**The metal 1 layer**

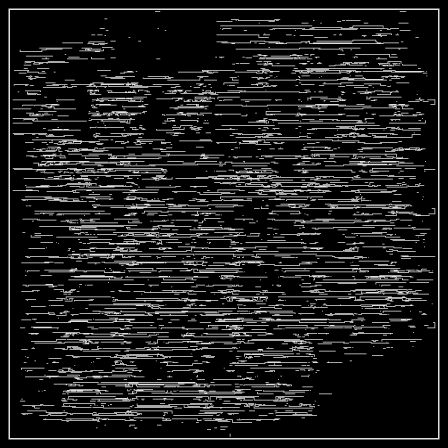
**The metal 2 layer**

Scale bar: 50 um.
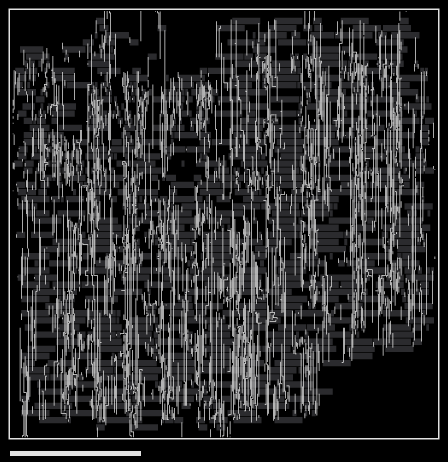
**src/rtl/io_map.sv**
```systemverilog
// Shared I/O map for the platform block: reserved port numbers, interrupt bit
// positions and status-register bit positions used by the core-facing decoder.
package io_map;

   localparam logic [8:0] PORT_HALT        = 9'd0;
   localparam logic [8:0] PORT_IRQ_VECTOR  = 9'd1;
   localparam logic [8:0] PORT_STDIN       = 9'd2;
   localparam logic [8:0] PORT_STDOUT      = 9'd3;
   localparam logic [8:0] PORT_IRQ_STATUS  = 9'd4;
   localparam logic [8:0] PORT_IRQ_MASK    = 9'd5;
   localparam logic [8:0] PORT_PLAT_STATUS = 9'd32;

   localparam int IRQ_STDIN  = 0;
   localparam int IRQ_STDOUT = 1;

   localparam int OVF_RX = 0;
   localparam int OVF_TX = 1;

   localparam logic [15:0] STDIN_EMPTY = 16'h8000;

endpackage

```
**src/rtl/byte_fifo.sv**
```systemverilog
// Byte-wide circular FIFO with a combinational head and next-cycle fill level,
// so the parent can register an interrupt that tracks the post-edge state.
module byte_fifo #(
   parameter int DEPTH = 16
) (
   input  logic                       clock,
   input  logic                       reset,
   input  logic                       push,
   input  logic                       pop,
   input  logic [7:0]                 din,
   output logic [7:0]                 dout,
   output logic                       empty,
   output logic                       full,
   output logic [$clog2(DEPTH):0]     level_next
);

   localparam int AW = $clog2(DEPTH);
   localparam int CW = AW + 1;

   logic [7:0]    mem [DEPTH];
   logic [AW-1:0] wr_ptr_reg;
   logic [AW-1:0] rd_ptr_reg;
   logic [CW-1:0] count_reg;
   logic [CW-1:0] count_next;
   logic          do_push;
   logic          do_pop;

   assign empty   = (count_reg == '0);
   assign full    = (count_reg == CW'(DEPTH));
   assign do_pop  = pop && !empty;
   // A push into a full FIFO is only safe when the head leaves on the same edge.
   assign do_push = push && (!full || do_pop);
   assign dout    = mem[rd_ptr_reg];

   always_comb begin
      count_next = count_reg;
      case ({do_push, do_pop})
         2'b10:   count_next = count_reg + CW'(1);
         2'b01:   count_next = count_reg - CW'(1);
         default: count_next = count_reg;
      endcase
   end

   assign level_next = count_next;

   always_ff @(posedge clock) begin
      if (do_push) begin
         mem[wr_ptr_reg] <= din;
      end
   end

   always_ff @(posedge clock or posedge reset) begin
      if (reset) begin
         wr_ptr_reg <= '0;
         rd_ptr_reg <= '0;
         count_reg  <= '0;
      end else begin
         if (do_push) begin
            wr_ptr_reg <= wr_ptr_reg + AW'(1);
         end
         if (do_pop) begin
            rd_ptr_reg <= rd_ptr_reg + AW'(1);
         end
         count_reg <= count_next;
      end
   end

endmodule

```
**src/rtl/io_platform.sv**
```systemverilog
// Platform I/O block behind the core's I/O port: halt, stdin/stdout byte
// streams, interrupt status/mask and sticky overflow flags.
module io_platform
   import io_map::*;
#(
   parameter int RX_DEPTH = 16,
   parameter int TX_DEPTH = 16
) (
   input  logic        clock,
   input  logic        reset,
   input  logic [8:0]  io_port,
   input  logic [15:0] data_out,
   input  logic        data_out_valid,
   output logic [15:0] data_in,
   output logic        irq,
   input  logic [7:0]  rx_byte,
   input  logic        rx_valid,
   output logic [7:0]  tx_byte,
   output logic        tx_valid,
   input  logic        tx_ready,
   output logic        halted
);

   localparam int RX_CW = $clog2(RX_DEPTH) + 1;
   localparam int TX_CW = $clog2(TX_DEPTH) + 1;

   logic [15:0]      mask_reg;
   logic [15:0]      mask_next;
   logic             rx_ovf_reg;
   logic             tx_ovf_reg;
   logic             halted_reg;
   logic             irq_reg;

   logic             wr_halt;
   logic             wr_stdin;
   logic             wr_stdout;
   logic             wr_mask;
   logic             wr_status;

   logic [7:0]       rx_head;
   logic             rx_empty;
   logic             rx_full;
   logic [RX_CW-1:0] rx_level_next;
   logic             rx_drop;

   logic             tx_empty;
   logic             tx_full;
   logic [TX_CW-1:0] tx_level_next;
   logic             tx_pop;
   logic             tx_drop;

   logic [15:0]      raw;
   logic [15:0]      raw_next;

   assign wr_halt   = data_out_valid && (io_port == PORT_HALT);
   assign wr_stdin  = data_out_valid && (io_port == PORT_STDIN);
   assign wr_stdout = data_out_valid && (io_port == PORT_STDOUT);
   assign wr_mask   = data_out_valid && (io_port == PORT_IRQ_MASK);
   assign wr_status = data_out_valid && (io_port == PORT_PLAT_STATUS);

   byte_fifo #(.DEPTH(RX_DEPTH)) u_rx_fifo (
      .clock      (clock),
      .reset      (reset),
      .push       (rx_valid),
      .pop        (wr_stdin),
      .din        (rx_byte),
      .dout       (rx_head),
      .empty      (rx_empty),
      .full       (rx_full),
      .level_next (rx_level_next)
   );

   byte_fifo #(.DEPTH(TX_DEPTH)) u_tx_fifo (
      .clock      (clock),
      .reset      (reset),
      .push       (wr_stdout),
      .pop        (tx_pop),
      .din        (data_out[7:0]),
      .dout       (tx_byte),
      .empty      (tx_empty),
      .full       (tx_full),
      .level_next (tx_level_next)
   );

   assign tx_valid = !tx_empty;
   assign tx_pop   = tx_valid && tx_ready;
   // A full FIFO is never empty, so a pop request here always frees a slot.
   assign rx_drop  = rx_valid && rx_full && !wr_stdin;
   assign tx_drop  = wr_stdout && tx_full && !tx_pop;

   assign mask_next = wr_mask ? data_out : mask_reg;

   always_comb begin
      raw                  = 16'h0000;
      raw[IRQ_STDIN]       = !rx_empty;
      raw[IRQ_STDOUT]      = !tx_full;
      raw_next             = 16'h0000;
      raw_next[IRQ_STDIN]  = (rx_level_next != '0);
      raw_next[IRQ_STDOUT] = (tx_level_next != TX_CW'(TX_DEPTH));
   end

   always_ff @(posedge clock or posedge reset) begin
      if (reset) begin
         mask_reg   <= 16'h0000;
         rx_ovf_reg <= 1'b0;
         tx_ovf_reg <= 1'b0;
         halted_reg <= 1'b0;
         irq_reg    <= 1'b0;
      end else begin
         mask_reg <= mask_next;
         // Sticky flags: a new overflow beats a simultaneous clear.
         rx_ovf_reg <= rx_drop || (rx_ovf_reg && !(wr_status && data_out[OVF_RX]));
         tx_ovf_reg <= tx_drop || (tx_ovf_reg && !(wr_status && data_out[OVF_TX]));
         if (wr_halt) begin
            halted_reg <= 1'b1;
         end
         irq_reg <= |(raw_next & mask_next);
      end
   end

   always_comb begin
      data_in = 16'h0000;
      case (io_port)
         PORT_STDIN:       data_in = rx_empty ? STDIN_EMPTY : {8'h00, rx_head};
         PORT_STDOUT:      data_in = tx_full ? 16'h0000 : 16'h0001;
         PORT_IRQ_STATUS:  data_in = raw & mask_reg;
         PORT_IRQ_MASK:    data_in = mask_reg;
         PORT_PLAT_STATUS: data_in = {14'b0, tx_ovf_reg, rx_ovf_reg};
         default:          data_in = 16'h0000;
      endcase
   end

   assign irq    = irq_reg;
   assign halted = halted_reg;

endmodule
```
**config.mk**
```make
export PLATFORM = sky130hd
export DESIGN_NAME = io_platform
export DESIGN_NICKNAME = d
export VERILOG_FILES = /design/src/rtl/io_map.sv /design/src/rtl/byte_fifo.sv /design/src/rtl/io_platform.sv
export SDC_FILE = /design/constraint.sdc
export NUM_CORES = 1
export LEC_CHECK = 0
export ABC_AREA = 1
export ABC_CLOCK_PERIOD_IN_PS = 7700
export CAP_MARGIN = 5
export CORE_UTILIZATION = 50
export DETAILED_ROUTE_END_ITERATION = 16
export MAX_ROUTING_LAYER = met4
export PLACE_DENSITY = 0.64
export SKIP_LAST_GASP = 1
export SLEW_MARGIN = 20
export SYNTH_ARGS = -nofsm -noshare
export SYNTH_HDL_FRONTEND = slang
export SYNTH_SLANG_ARGS = --single-unit
```
**constraint.sdc**
```tcl
create_clock -name clock -period 7.7 [get_ports clock]
set_input_delay 1.925 -clock clock [delete_from_list [all_inputs] [get_ports clock]]
set_output_delay 1.925 -clock clock [all_outputs]
set_load 0.05 [all_outputs]
```
==> impl_metrics.env <==
# yosys + openroad results
export IMPL_buffers=72
export IMPL_min_path_cells=1
export IMPL_post_cts_buffers=0
export IMPL_path_class="in2out"
export IMPL_cts_tree="done"
export IMPL_fin_util_pct=58.7
export IMPL_ios=65
export IMPL_initCoreUtil_pct=51.4
export IMPL_setup_viol=0
export IMPL_ys_sh_aoi_pct=11.3
export IMPL_min_period_ns=6.24
export IMPL_portBuffers=64
export IMPL_overflow=0
export IMPL_r2r_end="irq$_DFF_PP0_"
export IMPL_logic_gates=604
export IMPL_cpMostUsedCell="clkdlybuf4s50_1"
export IMPL_fin_ws_ns=1.46
export IMPL_sequentialPowerShare_pct=45.0
export IMPL_taps=330
export IMPL_drt_wirelength_per_cell_um=19.4
export IMPL_setup_worst_path_start="io_port[2]"
export IMPL_place_area_sq_um=13900
export IMPL_topCombFamilyByArea="AND-OR/OR-AND gates"
export IMPL_grt_use_met3_pct=2.87
export IMPL_logic_area_sq_um=3630
export IMPL_cp_top_family="buffers and inverters"
export IMPL_use_met2_pct=35.2
export IMPL_syn_avg_cell_area_sq_um=12.5
export IMPL_power_leader="registers"
export IMPL_critPathSlowestCell="clkdlybuf4s50_1"
export IMPL_hp_class="reg2reg"
export IMPL_synth_warnings=0
export IMPL_drv_cap=0
export IMPL_yosysMostFrequentCell="edfxtp_1"
export IMPL_drt_drc_violations_left=0
export IMPL_routed_top_layer="met4"
export IMPL_top_cells_by_count="edfxtp_1 (256), nand2_1 (137), a21oi_1 (90)"
export IMPL_num_antenna_cells=0
export IMPL_crit_buf_inv=4
export IMPL_gp_congestion=0.808
export IMPL_stdcell_area_sq_um=14900
export IMPL_synth_seq_share_pct=67.9
export IMPL_p_leak_nw=5.38
export IMPL_grt_pass1_wl_mm=44.7
export IMPL_p_int_w=0.00306
export IMPL_tightest_slew_ns=0.922
export IMPL_finalPower_w=0.00453
export IMPL_status="finished, final reports clean"
export IMPL_die_width_um=163
export IMPL_maxSlewHeadroom_pct=38.3
export IMPL_ys_sh_xor_pct=1.08
export IMPL_warnings=33
export IMPL_rsz0062_at_grt="no"
export IMPL_synth_nets=1095
export IMPL_slew_violations=0
export IMPL_synthTopCellsByArea="edfxtp_1 (59%), dfrtp_1 (8.8%), nand2_1 (4.0%), a21oi_1 (3.5%), mux2i_1 (2.5%)"
export IMPL_sh_seq_area_pct=59.5
export IMPL_flop_area_sq_um=8840
export IMPL_nClkBuffers=48
export IMPL_flop_cell="edfxtp_1"
export IMPL_yosysTopAreaCell="edfxtp_1"
export IMPL_ys_chip_area_sq_um=13000
export IMPL_flops=302
export IMPL_p_sw_w=0.00147
export IMPL_clkCellAreaFrac_pct=6.31
export IMPL_fin_cells=1454
export IMPL_comb_share_pct=24.4
export IMPL_ys_types=48
export IMPL_whs_endpoint="halted$_DFFE_PP0P_"
export IMPL_root_buffer="clkbuf_16"
export IMPL_finalCritPeriodShare_pct=81.0
export IMPL_crit_path_end_kind="output port"
export IMPL_wl_met3_mm=1.57
export IMPL_cp_required_ns=5.78
export IMPL_timing_final_hold_violations=0
export IMPL_crit_arrival_ns=4.32
export IMPL_cp_start_kind="primary input"
export IMPL_fmax_mhz=160
export IMPL_cts_resized_gates=0
export IMPL_yosys_area_top_type_share_pct=59.1
export IMPL_detail_route_antenna_nets=0
export IMPL_synth_area_sq_um=13000
export IMPL_synth_adder_area_share_pct=1.35
## Picture notes: 'the metal 1 layer'
The wires run mostly horizontal. The layer holds 44% of the routed length.
via count: 8173
met1 usage: 30.4%
DRT Wirelength: 28.2 mm

## Picture notes: 'the metal 2 layer'
The wires run mostly vertical. 905 nets have wire on it.

